$ cat config.mk
export PLATFORM = sky130hd
export DESIGN_NAME = sm_divider_flat
export DESIGN_NICKNAME = d
export VERILOG_FILES = /design/src/rtl/sm_divider_if.sv /design/src/rtl/sm_divider.sv /design/src/flat_wrapper.sv
export SDC_FILE = /design/constraint.sdc
export NUM_CORES = 1
export LEC_CHECK = 0
export CORE_UTILIZATION = 45
export CTS_BUF_LIST = sky130_fd_sc_hd__clkbuf_8
export CTS_CLUSTER_DIAMETER = 60
export DETAILED_ROUTE_END_ITERATION = 10
export MAX_ROUTING_LAYER = met4
export PLACE_DENSITY = 0.68
export SYNTH_ARGS = -nofsm -noshare
export SYNTH_HDL_FRONTEND = slang
export SYNTH_SLANG_ARGS = --single-unit
$ cat constraint.sdc
create_clock -name clk -period 2.7 [get_ports clk]
set_input_delay 0.54 -clock clk [delete_from_list [all_inputs] [get_ports clk]]
set_output_delay 0.54 -clock clk [all_outputs]
set_load 0.01 [all_outputs]
$ cat src/rtl/sm_divider_if.sv
// Host-side handshake and operand/result bundle for the sequential divider.
// The host drives start/operands (master); the divider returns results and status (slave).
interface sm_divider_if #(
    parameter int WIDTH = 4
);
  logic             start;
  logic [WIDTH-1:0] dividend;
  logic [WIDTH-1:0] divisor;
  logic [WIDTH-1:0] quotient;
  logic [WIDTH-1:0] remainder;
  logic             done;
  logic             busy;
  logic             div_by_zero;

  modport master (
    output start, dividend, divisor,
    input  quotient, remainder, done, busy, div_by_zero
  );

  modport slave (
    input  start, dividend, divisor,
    output quotient, remainder, done, busy, div_by_zero
  );
endinterface

$ cat src/rtl/sm_divider.sv
// Sequential restoring divider, one quotient bit per clock, start/done flow shared with the multiplier.
// Optional macro SM_DIVIDER_EARLY_EXIT_EN: finish in LOAD when dividend < divisor.
module sm_divider #(
    parameter int WIDTH = 4
) (
  input  logic         clk,
  input  logic         rst,
  sm_divider_if.slave  io
);

  localparam int CW = $clog2(WIDTH + 1);

  typedef enum logic [1:0] {
    IDLE = 2'd0,
    LOAD = 2'd1,
    ITER = 2'd2,
    DONE = 2'd3
  } state_t;

  state_t           state_reg, state_next;
  logic [WIDTH-1:0] q_reg, q_next;
  logic [WIDTH-1:0] d_reg, d_next;
  logic [WIDTH:0]   r_reg, r_next;
  logic [CW-1:0]    count_reg, count_next;
  logic [WIDTH-1:0] quotient_reg, quotient_next;
  logic [WIDTH-1:0] remainder_reg, remainder_next;
  logic             dbz_reg, dbz_next;

  logic [WIDTH:0]   trial;
  logic [WIDTH:0]   diff;
  logic             fits;
  logic [WIDTH-1:0] q_shifted;

  // Trial subtraction is done WIDTH+1 bits wide so the compare never overflows.
  assign trial     = {r_reg[WIDTH-1:0], q_reg[WIDTH-1]};
  assign fits      = (trial >= {1'b0, d_reg});
  assign diff      = trial - {1'b0, d_reg};
  assign q_shifted = {q_reg[WIDTH-2:0], fits};

  always_comb begin
    state_next     = state_reg;
    q_next         = q_reg;
    d_next         = d_reg;
    r_next         = r_reg;
    count_next     = count_reg;
    quotient_next  = quotient_reg;
    remainder_next = remainder_reg;
    dbz_next       = dbz_reg;
    case (state_reg)
      IDLE: begin
        if (io.start) begin
          q_next     = io.dividend;
          d_next     = io.divisor;
          dbz_next   = 1'b0;
          state_next = LOAD;
        end
      end
      LOAD: begin
        r_next     = '0;
        count_next = '0;
        if (d_reg == '0) begin
          dbz_next       = 1'b1;
          quotient_next  = '1;
          remainder_next = q_reg;
          state_next     = DONE;
        end
`ifdef SM_DIVIDER_EARLY_EXIT_EN
        else if (q_reg < d_reg) begin
          quotient_next  = '0;
          remainder_next = q_reg;
          state_next     = DONE;
        end
`endif
        else begin
          state_next = ITER;
        end
      end
      ITER: begin
        r_next     = fits ? diff : trial;
        q_next     = q_shifted;
        count_next = count_reg + CW'(1);
        if (count_reg == CW'(WIDTH - 1)) begin
          quotient_next  = q_shifted;
          remainder_next = r_next[WIDTH-1:0];
          state_next     = DONE;
        end
      end
      DONE: begin
        state_next = IDLE;
      end
      default: begin
        state_next = IDLE;
      end
    endcase
  end

  always_ff @(posedge clk) begin
    if (!rst) begin
      state_reg     <= IDLE;
      q_reg         <= '0;
      d_reg         <= '0;
      r_reg         <= '0;
      count_reg     <= '0;
      quotient_reg  <= '0;
      remainder_reg <= '0;
      dbz_reg       <= 1'b0;
    end else begin
      state_reg     <= state_next;
      q_reg         <= q_next;
      d_reg         <= d_next;
      r_reg         <= r_next;
      count_reg     <= count_next;
      quotient_reg  <= quotient_next;
      remainder_reg <= remainder_next;
      dbz_reg       <= dbz_next;
    end
  end

  assign io.quotient    = quotient_reg;
  assign io.remainder   = remainder_reg;
  assign io.div_by_zero = dbz_reg;
  assign io.done        = (state_reg == DONE);
  assign io.busy        = (state_reg == LOAD) || (state_reg == ITER);

endmodule
$ cat src/flat_wrapper.sv
// flat-port wrapper written by rule: the top's interface ports become plain ports
module sm_divider_flat 
#(
    parameter int WIDTH = 4
)
  (clk, rst, io_start, io_dividend, io_divisor, io_quotient, io_remainder, io_done, io_busy, io_div_by_zero);
  sm_divider_if #(.WIDTH(WIDTH)) io_i ();
  input  logic clk;
  input  logic rst;
  input wire logic [$bits(io_i.start)-1:0] io_start;
  input wire logic [$bits(io_i.dividend)-1:0] io_dividend;
  input wire logic [$bits(io_i.divisor)-1:0] io_divisor;
  output wire logic [$bits(io_i.quotient)-1:0] io_quotient;
  output wire logic [$bits(io_i.remainder)-1:0] io_remainder;
  output wire logic [$bits(io_i.done)-1:0] io_done;
  output wire logic [$bits(io_i.busy)-1:0] io_busy;
  output wire logic [$bits(io_i.div_by_zero)-1:0] io_div_by_zero;
  assign io_i.start = io_start;
  assign io_i.dividend = io_dividend;
  assign io_i.divisor = io_divisor;
  assign io_quotient = io_i.quotient;
  assign io_remainder = io_i.remainder;
  assign io_done = io_i.done;
  assign io_busy = io_i.busy;
  assign io_div_by_zero = io_i.div_by_zero;
  sm_divider #(.WIDTH(WIDTH)) u_core (.clk(clk), .rst(rst), .io(io_i));
endmodule
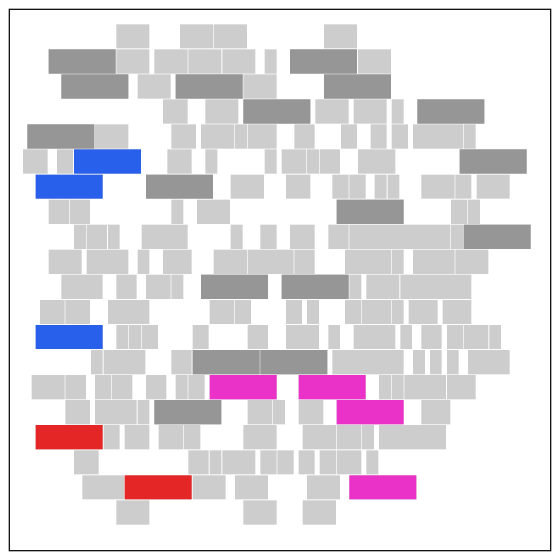
*Where the registers sit, run 1*
Other sequential cells in the stronger gray, the rest of the logic in the fainter gray.
[u_core.d_reg] magenta | flops: 4
[u_core.state_reg] red | flops: 2
[u_core.count_reg] blue | flops: 3

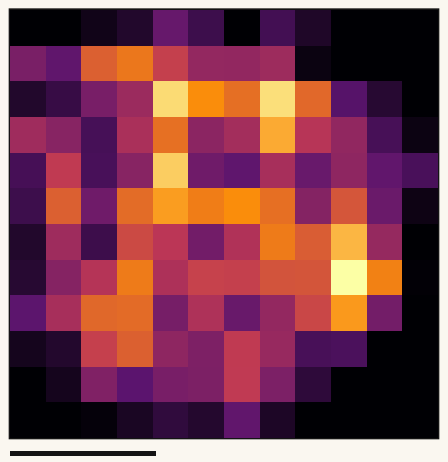
*Signal metal coverage by tile, run 1*
The bar under the picture is 20 um long. 12 x 12 tiles, from black (low) to pale yellow (high), scaled to the fullest tile. Values are wire area over tile area, all layers added.
tiles over half the peak: 26%
mean over tiles: 0.13
fullest tile: 0.40

==> flow_summary_export.csv, run 1 <==
group,metric,value,unit
worst_setup_path,timing.critical_path.cells,"inv_1 > ha_1 > clkdlybuf4s50_1",
status,run_status,"complete, no violations",
hold_path,hold_path.class,"reg2reg",
global_route,first_global_vias,1174,
finish,numSequentialCells,26,
finish,design.final.nets,206,
run,cap_viol_max_count,0,
finish,multiInputGateArea,846,um2
power_and_ir_drop,power.sequential.total,558,uW
synth,ys.flop_type,"sky130_fd_sc_hd__dfxtp_1",
synth,yosys.cell_count.top_type,"sky130_fd_sc_hd__dfxtp_1",
synth,synthesis.area,0.00144,mm2
floorplanning,die_height,58.6,um
worst_setup_path,critPathRequiredTime,2.16,ns
power_and_ir_drop,power_per_cell_area,984,mW/mm2
synth,synth.cellmix.simpleShare,0.212,
drt,drt-wirelength-per-cell,13.3,um
synth,mux_area_frac,0.0564,
sta,finalClockSkew,0.00253,ns
power_and_ir_drop,p_seq_frac,0.320,
synth,netlist_instances,162,
place,post-place-ws,0.533,ns
global_route,grt_max_degree,20,
power_and_ir_drop,sw_share,0.389,
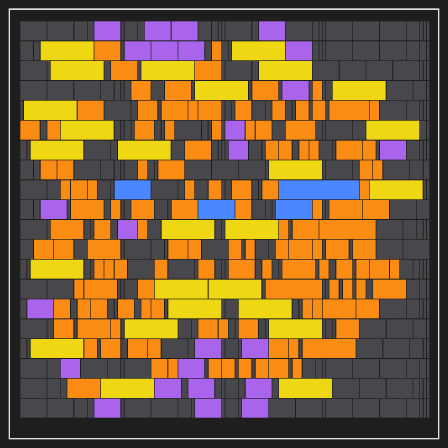
*Cell classes on the final placement, run 1*
Fill, decap, tap and diode cells in gray.
[other buffers and delay cells] purple | cells: 25 | share of their area: 14%
[clock drivers and dummy loads] blue | cells: 4 | share of their area: 4.1%
[all other logic] orange | cells: 128 | share of their area: 52%
[flops] yellow | cells: 26 | share of their area: 30%

## run 1: metal layers
metal	share of wire	vias up	global-route usage
met2	0.50	7	0.355
met3	0.020	2	0.0418
met1	0.48	569	0.239
met5	0	-	-
li1	-	621	-
met4	0.0050	0	0.0476
## run 1: worst paths after layout
kind,start,end,cells after the start
setup reg to reg,u_core.d_reg[1],u_core.io.remainder[0],7
hold / removal,u_core.r_reg[1],u_core.r_reg[1],2
setup / recovery,u_core.state_reg[0],io_busy,3
hold reg to reg,u_core.r_reg[1],u_core.r_reg[1],2
## run 1: cells by family after synthesis
kind of cell | Yosys count
AOI/OAI and AO/OA | 42
xor gates and xnor gates | 1
adders and majority gates | 11
buffers and inverters | 19
DFF | 26
muxes | 8
and+or+nand+nor | 55
==> run 2: changes to the inputs <==
--- a/config.mk
+++ b/config.mk
@@ -5,12 +5,14 @@
 export SDC_FILE = /design/constraint.sdc
 export NUM_CORES = 1
 export LEC_CHECK = 0
+export ABC_AREA = 1
 export CORE_UTILIZATION = 45
 export CTS_BUF_LIST = sky130_fd_sc_hd__clkbuf_8
 export CTS_CLUSTER_DIAMETER = 60
 export DETAILED_ROUTE_END_ITERATION = 10
+export GPL_ROUTABILITY_DRIVEN = 1
 export MAX_ROUTING_LAYER = met4
-export PLACE_DENSITY = 0.68
+export PLACE_DENSITY = 0.69
 export SYNTH_ARGS = -nofsm -noshare
 export SYNTH_HDL_FRONTEND = slang
 export SYNTH_SLANG_ARGS = --single-unit
==> flow_summary_export.csv, run 2 <==
group,metric,value,unit
status,run_status,"finished, violations left",
status,failed_checks,"design-rule violations",
floorplanning,die_height,57.8,um
global_route,grt_max_degree,18,
hold_path,timing.hold.worst_path_depth,2,
synth,synthesis.area,0.00140,mm2
power_and_ir_drop,power.sequential.total,605,uW
worst_setup_path,r2r-end,"u_core.io.remainder[3]",
power_and_ir_drop,p_seq_frac,0.315,
drt,drcViolationCount,2,
hold_path,hold_end,"u_core.count_reg[1]",
worst_setup_path,depth_of_the_worst_register_to_register_path,11,
hold_path,timing.hold.worst.start,"u_core.count_reg[1]",
finish,design.final.nets,227,
finish,numSequentialCells,26,
synth,mux_area_frac,0,
run,cap_viol_max_count,0,
drt,drt-wirelength-per-cell,12.9,um
worst_setup_path,timing.critical_path.to,"io_busy",
place,post-place-ws,0.807,ns
power_and_ir_drop,sw_share,0.437,
run 2: cell types whose count changed after synthesis, sizes merged, moves of 4 or more:
cell / change
nand3: +4
a21boi: -7
inv: +11
mux2i: -7
a21oi: +15
nor2: +16
o211a: -7
nand2: +7
nand2b: -4
o21ai: +7
nor2b: -4
run 2: routing by layer:
metal / GRT usage / wire length [um] / up-vias
li1: - / - / 647
met1: 0.266 / 1510 / 580
met3: 0.0446 / 118 / 4
met4: 0.0646 / 40 / 0
met5: - / 0 / -
met2: 0.342 / 1360 / 29
run 2: worst max-delay path: cells and delay by family, from the launching register on:
kind	cells	cell delay, ns
flops	1	0.40
fa+ha+maj	1	0.33
buf+inv	2	0.64
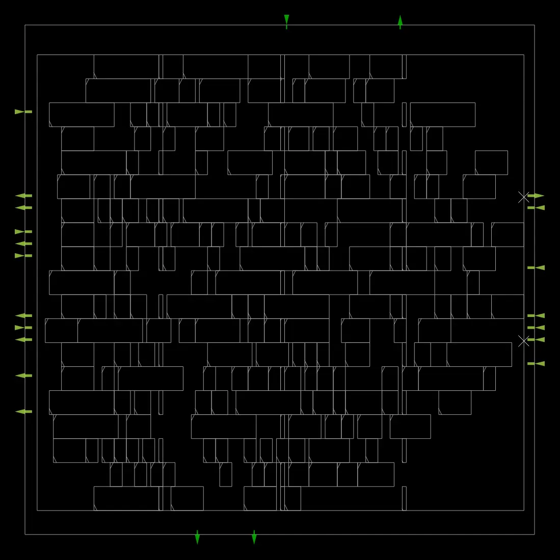
*Placement view, run 2*
number of well taps: 31
Std-Cell Rows: 19

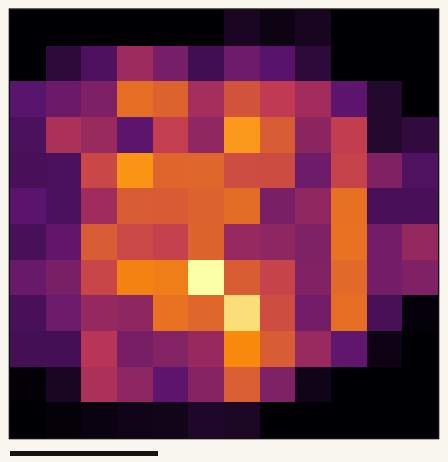
*Signal metal coverage by tile, run 2*
The bar under the picture is 20 um long. 12 x 12 tiles, from black (low) to pale yellow (high), scaled to the fullest tile. Values are wire area over tile area, all layers added.
densest ninth of the die: middle
nearly empty tiles: 19%
tiles over half the peak: 28%

